--- config.mk ---
export PLATFORM = sky130hd
export DESIGN_NAME = instruction_sequencer
export DESIGN_NICKNAME = d
export VERILOG_FILES = /design/src/rtl/instruction_sequencer_pkg.sv /design/src/rtl/instruction_sequencer_decoder.sv /design/src/rtl/instruction_sequencer.sv
export SDC_FILE = /design/constraint.sdc
export NUM_CORES = 1
export LEC_CHECK = 0
export ABC_AREA = 1
export CAP_MARGIN = 0
export CORE_UTILIZATION = 42
export CTS_CLUSTER_SIZE = 8
export DETAILED_ROUTE_END_ITERATION = 6
export GPL_TIMING_DRIVEN = 0
export PLACE_DENSITY = 0.78
export SETUP_SLACK_MARGIN = 0.02
export SYNTH_ARGS = -nofsm -noshare
export SYNTH_HDL_FRONTEND = slang
export SYNTH_SLANG_ARGS = --single-unit
--- constraint.sdc ---
create_clock -name CLK -period 2.06 [get_ports CLK]
set_input_delay 0.412 -clock CLK [delete_from_list [all_inputs] [get_ports CLK]]
set_output_delay 0.412 -clock CLK [all_outputs]
set_load 0.05 [all_outputs]
--- src/rtl/instruction_sequencer_pkg.sv ---
// TD4 instruction set definitions shared by the sequencer and its decoder:
// opcodes, data-selector source encodings and the control FSM state encoding.
package td4_isa;

    typedef enum logic [1:0] {
        ST_IDLE  = 2'd0,
        ST_FETCH = 2'd1,
        ST_EXEC  = 2'd2
    } state_t;

    localparam logic [1:0] SEL_A    = 2'd0;
    localparam logic [1:0] SEL_B    = 2'd1;
    localparam logic [1:0] SEL_IN   = 2'd2;
    localparam logic [1:0] SEL_ZERO = 2'd3;

    localparam logic [3:0] OP_ADD_A  = 4'b0000;
    localparam logic [3:0] OP_MOV_AB = 4'b0001;
    localparam logic [3:0] OP_IN_A   = 4'b0010;
    localparam logic [3:0] OP_MOV_AI = 4'b0011;
    localparam logic [3:0] OP_MOV_BA = 4'b0100;
    localparam logic [3:0] OP_ADD_B  = 4'b0101;
    localparam logic [3:0] OP_IN_B   = 4'b0110;
    localparam logic [3:0] OP_MOV_BI = 4'b0111;
    localparam logic [3:0] OP_OUT_B  = 4'b1001;
    localparam logic [3:0] OP_OUT_I  = 4'b1011;
    localparam logic [3:0] OP_JNC    = 4'b1110;
    localparam logic [3:0] OP_JMP    = 4'b1111;

endpackage

--- src/rtl/instruction_sequencer_decoder.sv ---
// Combinational opcode decode: selector source, register load enables,
// jump-taken and illegal-opcode flag. Undefined opcodes decode as NOP.
module InstructionDecoder
    import td4_isa::*;
(
    input  logic [3:0] opcode_i,
    input  logic       c_flag_i,
    output logic [1:0] sel_o,
    output logic       load_a_o,
    output logic       load_b_o,
    output logic       load_out_o,
    output logic       jump_o,
    output logic       illegal_o
);

    always_comb begin
        sel_o      = SEL_ZERO;
        load_a_o   = 1'b0;
        load_b_o   = 1'b0;
        load_out_o = 1'b0;
        jump_o     = 1'b0;
        illegal_o  = 1'b0;
        case (opcode_i)
            OP_ADD_A:  begin sel_o = SEL_A;    load_a_o   = 1'b1; end
            OP_ADD_B:  begin sel_o = SEL_B;    load_b_o   = 1'b1; end
            OP_MOV_AI: begin sel_o = SEL_ZERO; load_a_o   = 1'b1; end
            OP_MOV_BI: begin sel_o = SEL_ZERO; load_b_o   = 1'b1; end
            OP_MOV_AB: begin sel_o = SEL_B;    load_a_o   = 1'b1; end
            OP_MOV_BA: begin sel_o = SEL_A;    load_b_o   = 1'b1; end
            OP_IN_A:   begin sel_o = SEL_IN;   load_a_o   = 1'b1; end
            OP_IN_B:   begin sel_o = SEL_IN;   load_b_o   = 1'b1; end
            OP_OUT_B:  begin sel_o = SEL_B;    load_out_o = 1'b1; end
            OP_OUT_I:  begin sel_o = SEL_ZERO; load_out_o = 1'b1; end
            OP_JMP:    jump_o = 1'b1;
            // JNC sees the carry left by the previous instruction
            OP_JNC:    jump_o = ~c_flag_i;
            default:   illegal_o = 1'b1;
        endcase
    end

endmodule

--- src/rtl/instruction_sequencer.sv ---
// TD4 control unit: FETCH/EXEC sequencing, PC, IR and carry flag, with
// run/single-step control. Datapath strobes are only ever live in EXEC.
module instruction_sequencer
    import td4_isa::*;
#(
    parameter int addrWidth = 4,
    parameter int dataWidth = 4
) (
    input  logic                   CLK,
    input  logic                   RST,
    input  logic                   RUN,
    input  logic                   STEP,
    output logic [addrWidth-1:0]   ROM_ADDR,
    input  logic [dataWidth+3:0]   ROM_DATA,
    input  logic                   CARRY,
    output logic [1:0]             SEL,
    output logic [dataWidth-1:0]   IMM,
    output logic                   LOAD_A,
    output logic                   LOAD_B,
    output logic                   LOAD_OUT,
    output logic                   C_FLAG,
    output logic                   BUSY,
    output logic                   RETIRE,
    output logic                   ILLEGAL
);

    state_t                 state_q, state_d;
    logic [addrWidth-1:0]   pc_q, pc_d;
    logic [dataWidth+3:0]   ir_q, ir_d;
    logic                   c_flag_q, c_flag_d;

    logic [1:0]             dec_sel;
    logic                   dec_load_a, dec_load_b, dec_load_out;
    logic                   dec_jump, dec_illegal;
    logic                   exec_live;

    InstructionDecoder u_dec (
        .opcode_i   (ir_q[dataWidth+3:dataWidth]),
        .c_flag_i   (c_flag_q),
        .sel_o      (dec_sel),
        .load_a_o   (dec_load_a),
        .load_b_o   (dec_load_b),
        .load_out_o (dec_load_out),
        .jump_o     (dec_jump),
        .illegal_o  (dec_illegal)
    );

    always_comb begin
        state_d  = state_q;
        pc_d     = pc_q;
        ir_d     = ir_q;
        c_flag_d = c_flag_q;
        case (state_q)
            ST_IDLE: begin
                if (RUN || STEP) state_d = ST_FETCH;
            end
            ST_FETCH: begin
                ir_d    = ROM_DATA;
                state_d = ST_EXEC;
            end
            ST_EXEC: begin
                c_flag_d = CARRY;
                pc_d     = dec_jump ? addrWidth'(ir_q[dataWidth-1:0])
                                    : pc_q + {{(addrWidth-1){1'b0}}, 1'b1};
                state_d  = RUN ? ST_FETCH : ST_IDLE;
            end
            default: state_d = ST_IDLE;
        endcase
    end

    always_ff @(posedge CLK) begin
        if (RST) begin
            state_q  <= ST_IDLE;
            pc_q     <= '0;
            ir_q     <= '0;
            c_flag_q <= 1'b0;
        end else begin
            state_q  <= state_d;
            pc_q     <= pc_d;
            ir_q     <= ir_d;
            c_flag_q <= c_flag_d;
        end
    end

    // Reset arriving mid-EXEC must not let the datapath capture anything
    assign exec_live = (state_q == ST_EXEC) && !RST;

    assign ROM_ADDR = pc_q;
    assign IMM      = ir_q[dataWidth-1:0];
    assign SEL      = exec_live ? dec_sel : SEL_ZERO;
    assign LOAD_A   = exec_live & dec_load_a;
    assign LOAD_B   = exec_live & dec_load_b;
    assign LOAD_OUT = exec_live & dec_load_out;
    assign RETIRE   = exec_live;
    assign ILLEGAL  = exec_live & dec_illegal;
    assign C_FLAG   = c_flag_q;
    assign BUSY     = (state_q != ST_IDLE);

endmodule

==> results.py, run 1 <==
# Generated from Yosys and OpenROAD reports
metrics = {
    "routing": {
        "met3WireLength_um": 90,
        "drtIter0Drc": 14,
        "routedWlPerCell_um": 11.5,
        "vias_per_cell": 5.05,
        "detailedRoute.firstPassIterationCount": 7,
        "detail_route.wirelength_mm": 1.72,
        "maxUsedRoutingLayer": "met4",
        "met1_length_um": 790,
        "drt_drc_violations_left": 1,
        "met2_length_um": 785,
    },
    "die": {
        "placement_rows": 14,
        "die-width_um": 44.0,
        "taps": 16,
        "fraction_of_the_core_area_occupied_by_cells_at_floorplan": 0.470,
        "die_area_um2": 1940,
        "core-area_um2": 1580,
        "io_pins": 30,
    },
    "final_timing": {
        "rsz0062_at_grt": "no",
        "max_freq_mhz": 501,
        "fin_tns_setup_ns": 0,
        "slew-limit-headroom": 0.669,
        "finalWorstPathRequiredPeriod_ns": 2.00,
        "final_min_period_over_clock_period": 0.969,
        "final.setup.worst_slack_ns": 0.0639,
        "slew_viol_final": 0,
    },
    "yosys": {
        "yosysWarnings": 0,
        "synth.cellmix.compoundShare": 0.181,
        "edf_count": 0,
        "synth_cells": 101,
        "synth_area_per_cell_um2": 7.33,
        "total_cells_reported_by_yosys_after_synthesis": 101,
        "synth_top_cell_by_area": "sky130_fd_sc_hd__dfxtp_1",
        "mux_area_frac": 0,
        "postSynthSeqShare": 0.405,
        "area_leaders": "sky130_fd_sc_hd__dfxtp_1 (41%), sky130_fd_sc_hd__a21oi_1 (6.8%), sky130_fd_sc_hd__o21ai_1 (6.8%)",
        "ys_sh_xor": 0.0118,
        "post_synth_num_cell_types": 23,
        "ys_sh_simple": 0.231,
        "synth_largest_type_area_fraction": 0.405,
        "synth.ff_latch_count": 15,
        "yosysChipArea_um2": 741,
        "post_syn_area_um2": 741,
        "async_reset_ff_frac": 0,
    },
    "finish": {
        "area.share.combinational": 0.311,
        "final_design_area_no_fill_um2": 1050,
        "num-nonclk-inverters": 18,
        "post_route_cells_drive_above_1_share": 0.201,
        "antenna_cells_inserted": 0,
        "n_all_buffers": 35,
        "clock_cell_area_share": 0.0251,
        "layout.clock_buffers": 4,
        "nMultiInputCombCells": 62,
        "sequential_cell_area_um2": 300,
        "layout-area-overhead-vs-synth_pct": 41.6,
        "largest-register": "ir_q",
        "top_area_cell_class": "multi-input combinational cells",
        "final-nonclk-buf-share": 0.294,
        "layout_filler_cell_count": 155,
        "final_layout_top_logic_cells": "sky130_fd_sc_hd__clkdlybuf4s50_1 (20), sky130_fd_sc_hd__dfxtp_1 (15), sky130_fd_sc_hd__nand2_1 (12)",
        "num-nets-final": 149,
        "utilization_of_the_core_after_routing": 0.665,
    },
    "clock_network": {
        "clock_net_sink_count": 15,
        "clkLatencyLatePin_ns": 0.30,
        "cts_htree_levels": 1,
        "ctsHoldBuffers": 0,
        "cts_tree": "yes",
        "numCtsBuffers": 3,
        "postCtsSetupBuffers": 0,
        "post_cts_resized": 40,
    },
    "worst_hold_path": {
        "hold_path.class": "primary input to flip-flop",
        "timing.hold.worst_endpoint": "state_q[1]",
        "timing.hold.worst.start": "RST",
        "hold-path-cell-count": 2,
    },
    "setup_path": {
        "critical_path_depth": 2,
        "crit_path_end": "IMM[1]",
        "setup_slack_reg_to_reg_ns": 0.89,
        "timing.rr.start": "ir_q[7]",
        "arrival_ns": 1.58,
        "critical_path_required_ns": 1.65,
        "critical_path_peak_fanout": 3,
        "setup.worst_path.start": "ir_q[1]",
        "worst_path_largest_cell_delay_ns": 0.79,
        "crit_type": "flip-flop to primary output",
        "timing.critical_path.from_type": "flip-flop",
        "regToRegEndpoint": "ROM_ADDR[2]",
        "critPathCaptureType": "primary output",
        "critical_path_buf_inv_count": 2,
        "category_of_cells_accounting_for_the_largest_share_of_critical_path_delay": "buffers and inverters",
        "ff2ff_path_depth": 7,
    },
    "grt": {
        "grt_first_pass_wirelength_mm": 2.90,
        "grt_antenna_before_repair": 0,
        "first_global_vias": 691,
        "grt_use_total": 0.210,
        "gr-usage-met1": 0.251,
        "grt.overflow.total": 0,
        "grt-busiest-layer": "met2",
        "global_route.usage.met3": 0.0625,
        "grt_use_met2": 0.331,
    },
    "placed_design": {
        "portbufs": 29,
        "globalplace.congestion": 0.823,
    },
    "run_status": {
        "failed_checks": "design-rule violations",
        "status": "finished, violations left",
    },
    "pwr": {
        "ir_drop_mv": 0.552,
        "power.net_switching_mw": 0.237,
        "seq_pwr_share": 0.472,
        "clk-power_mw": 0.180,
        "internal_power_contribution_mw": 0.461,
        "power_mw": 0.697,
        "p_comb_frac": 0.269,
        "power_combinational_mw": 0.188,
        "power_switching_share": 0.340,
        "clkPwrFrac": 0.258,
    },
    "flow_run": {
        "drv_cap": 0,
        "warning_count": 27,
    },
}
Fig. 1: run 1, gate families picked out
(12 px per um)
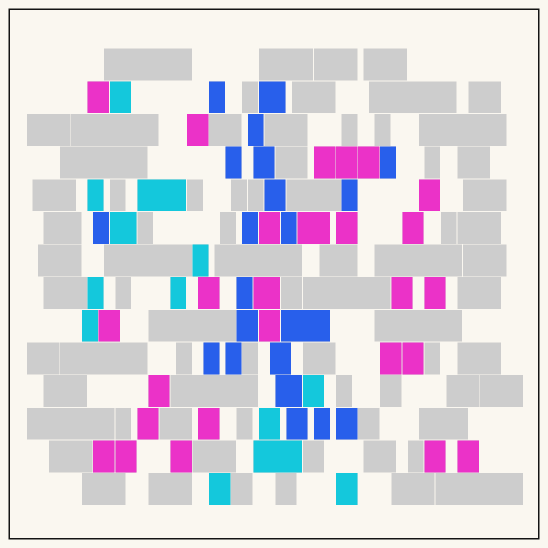
Cyan shows NOR gates, cells 13. Blue shows NAND gates, cells 21. Magenta shows inverting AOI/OAI gates, cells 26.

Fig. 2: run 1, pin map
(6 px per um) Pins as bars across the die edge, other pins in gray.
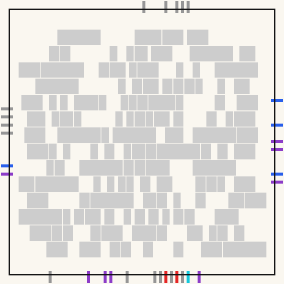
Red shows SEL, pins 2, direction output, edge bottom. Blue shows IMM, pins 4, direction output, edge 3 right, 1 left. Cyan shows LOAD_OUT, pins 1, direction output, edge bottom. Purple shows ROM_DATA, pins 8, direction input, edge 4 bottom, 3 right, 1 left.

Fig. 3: run 1, routed metal per tile
(8 px per um) 9 x 9 tiles, from white (low) to dark blue (high), scaled to the fullest tile. Values are wire area over tile area, all layers added.
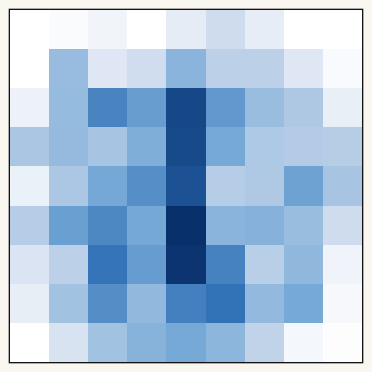
The mean over all tiles is 0.14. The emptiest ninth of the die: upper right. 8.6% of the tiles are nearly empty. 28% of the tiles are over half the peak. The fullest tile reaches 0.40.

==> run 2, diff against run 1 <==
--- a/config.mk
+++ b/config.mk
@@ -7,11 +7,12 @@
 export LEC_CHECK = 0
 export ABC_AREA = 1
 export CAP_MARGIN = 0
-export CORE_UTILIZATION = 42
+export CORE_UTILIZATION = 41
 export CTS_CLUSTER_SIZE = 8
 export DETAILED_ROUTE_END_ITERATION = 6
 export GPL_TIMING_DRIVEN = 0
-export PLACE_DENSITY = 0.78
+export PLACE_DENSITY = 0.77
+export RECOVER_POWER = 50
 export SETUP_SLACK_MARGIN = 0.02
 export SYNTH_ARGS = -nofsm -noshare
 export SYNTH_HDL_FRONTEND = slang
==> constraint.sdc (replaced) <==
create_clock -name CLK -period 2.2 [get_ports CLK]
set_input_delay 0.44 -clock CLK [delete_from_list [all_inputs] [get_ports CLK]]
set_output_delay 0.44 -clock CLK [all_outputs]
set_load 0.1 [all_outputs]
Fig. 4: run 2, routed clock nets over the placement
(8 px per um)
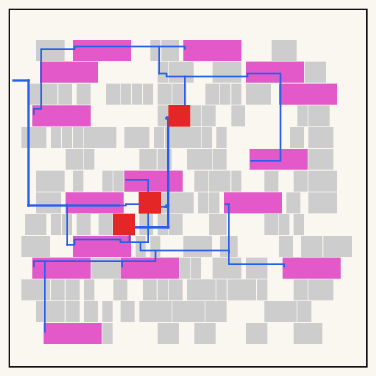
Blue shows clock wires, length 205 um. Magenta shows flip-flops, count 15. Red shows cells driving clock nets, count 3.
There are 4 routed clock nets.

==> run 2 against run 1 <==
Against the previous run: the run now ends clean; hold slack gained 0.035 ns; critical endpoint is now BUSY; largest power group unchanged; global-route usage fell by 1.3 points; clock power shrank about 10%.
==> results.py, run 2 <==
# Generated from Yosys and OpenROAD reports
metrics = {
    "run_status": {
        "status": "finished clean",
    },
    "finish": {
        "largest-register": "ir_q",
        "layout.clock_buffers": 4,
        "sequential_cell_area_um2": 300,
        "final-nonclk-buf-share": 0.287,
        "num-nets-final": 149,
        "antenna_cells_inserted": 0,
        "nMultiInputCombCells": 62,
        "area.share.combinational": 0.318,
        "final_layout_top_logic_cells": "sky130_fd_sc_hd__dfxtp_1 (15), sky130_fd_sc_hd__inv_1 (13), sky130_fd_sc_hd__o21ai_0 (12), sky130_fd_sc_hd__clkdlybuf4s50_1 (12), sky130_fd_sc_hd__nand2_1 (11)",
        "num-nonclk-inverters": 18,
        "top_area_cell_class": "multi-input combinational cells",
        "utilization_of_the_core_after_routing": 0.673,
        "layout-area-overhead-vs-synth_pct": 44.9,
    },
    "yosys": {
        "post_syn_area_um2": 741,
        "synth_cells": 101,
        "synth.ff_latch_count": 15,
        "postSynthSeqShare": 0.405,
        "async_reset_ff_frac": 0,
        "synth_largest_type_area_fraction": 0.405,
    },
    "pwr": {
        "clkPwrFrac": 0.232,
        "power_switching_share": 0.392,
        "ir_drop_mv": 0.370,
        "power_combinational_mw": 0.225,
        "power.net_switching_mw": 0.273,
        "seq_pwr_share": 0.445,
    },
    "final_timing": {
        "finalWorstPathRequiredPeriod_ns": 2.09,
        "max_freq_mhz": 479,
        "final.setup.worst_slack_ns": 0.111,
        "rsz0062_at_grt": "no",
        "slew-limit-headroom": 0.227,
        "fin_tns_setup_ns": 0,
    },
    "setup_path": {
        "arrival_ns": 1.65,
        "timing.rr.start": "ir_q[7]",
        "critical_path_peak_fanout": 3,
        "setup.worst_path.start": "state_q[0]",
        "crit_type": "flip-flop to primary output",
        "timing.critical_path.from_type": "flip-flop",
        "setup_slack_reg_to_reg_ns": 0.86,
        "worst_path_largest_cell_delay_ns": 0.84,
        "critical_path_buf_inv_count": 2,
        "category_of_cells_accounting_for_the_largest_share_of_critical_path_delay": "buffers and inverters",
        "ff2ff_path_depth": 7,
    },
    "routing": {
        "met3WireLength_um": 70,
        "vias_per_cell": 4.75,
        "maxUsedRoutingLayer": "met4",
        "drt_drc_violations_left": 0,
        "detail_route.wirelength_mm": 1.74,
        "met2_length_um": 868,
        "met1_length_um": 773,
        "routedWlPerCell_um": 11.0,
    },
    "clock_network": {
        "numCtsBuffers": 3,
        "cts_tree": "yes",
        "postCtsSetupBuffers": 0,
        "ctsHoldBuffers": 0,
    },
    "die": {
        "taps": 24,
        "die_area_um2": 1980,
        "io_pins": 30,
        "die-width_um": 44.5,
        "placement_rows": 14,
    },
    "grt": {
        "grt_use_total": 0.197,
        "grt-busiest-layer": "met2",
        "grt_antenna_before_repair": 0,
        "grt.overflow.total": 0,
        "gr-usage-met1": 0.252,
        "global_route.usage.met3": 0.0367,
        "grt_first_pass_wirelength_mm": 2.81,
        "first_global_vias": 655,
    },
    "worst_hold_path": {
        "hold-path-cell-count": 2,
        "timing.hold.worst.start": "ir_q[5]",
        "hold_path.class": "flip-flop to flip-flop",
        "timing.hold.worst_endpoint": "ir_q[5]",
    },
    "placed_design": {
        "portbufs": 29,
        "globalplace.congestion": 0.791,
    },
}
Power is estimated from default activity; no workload was simulated.
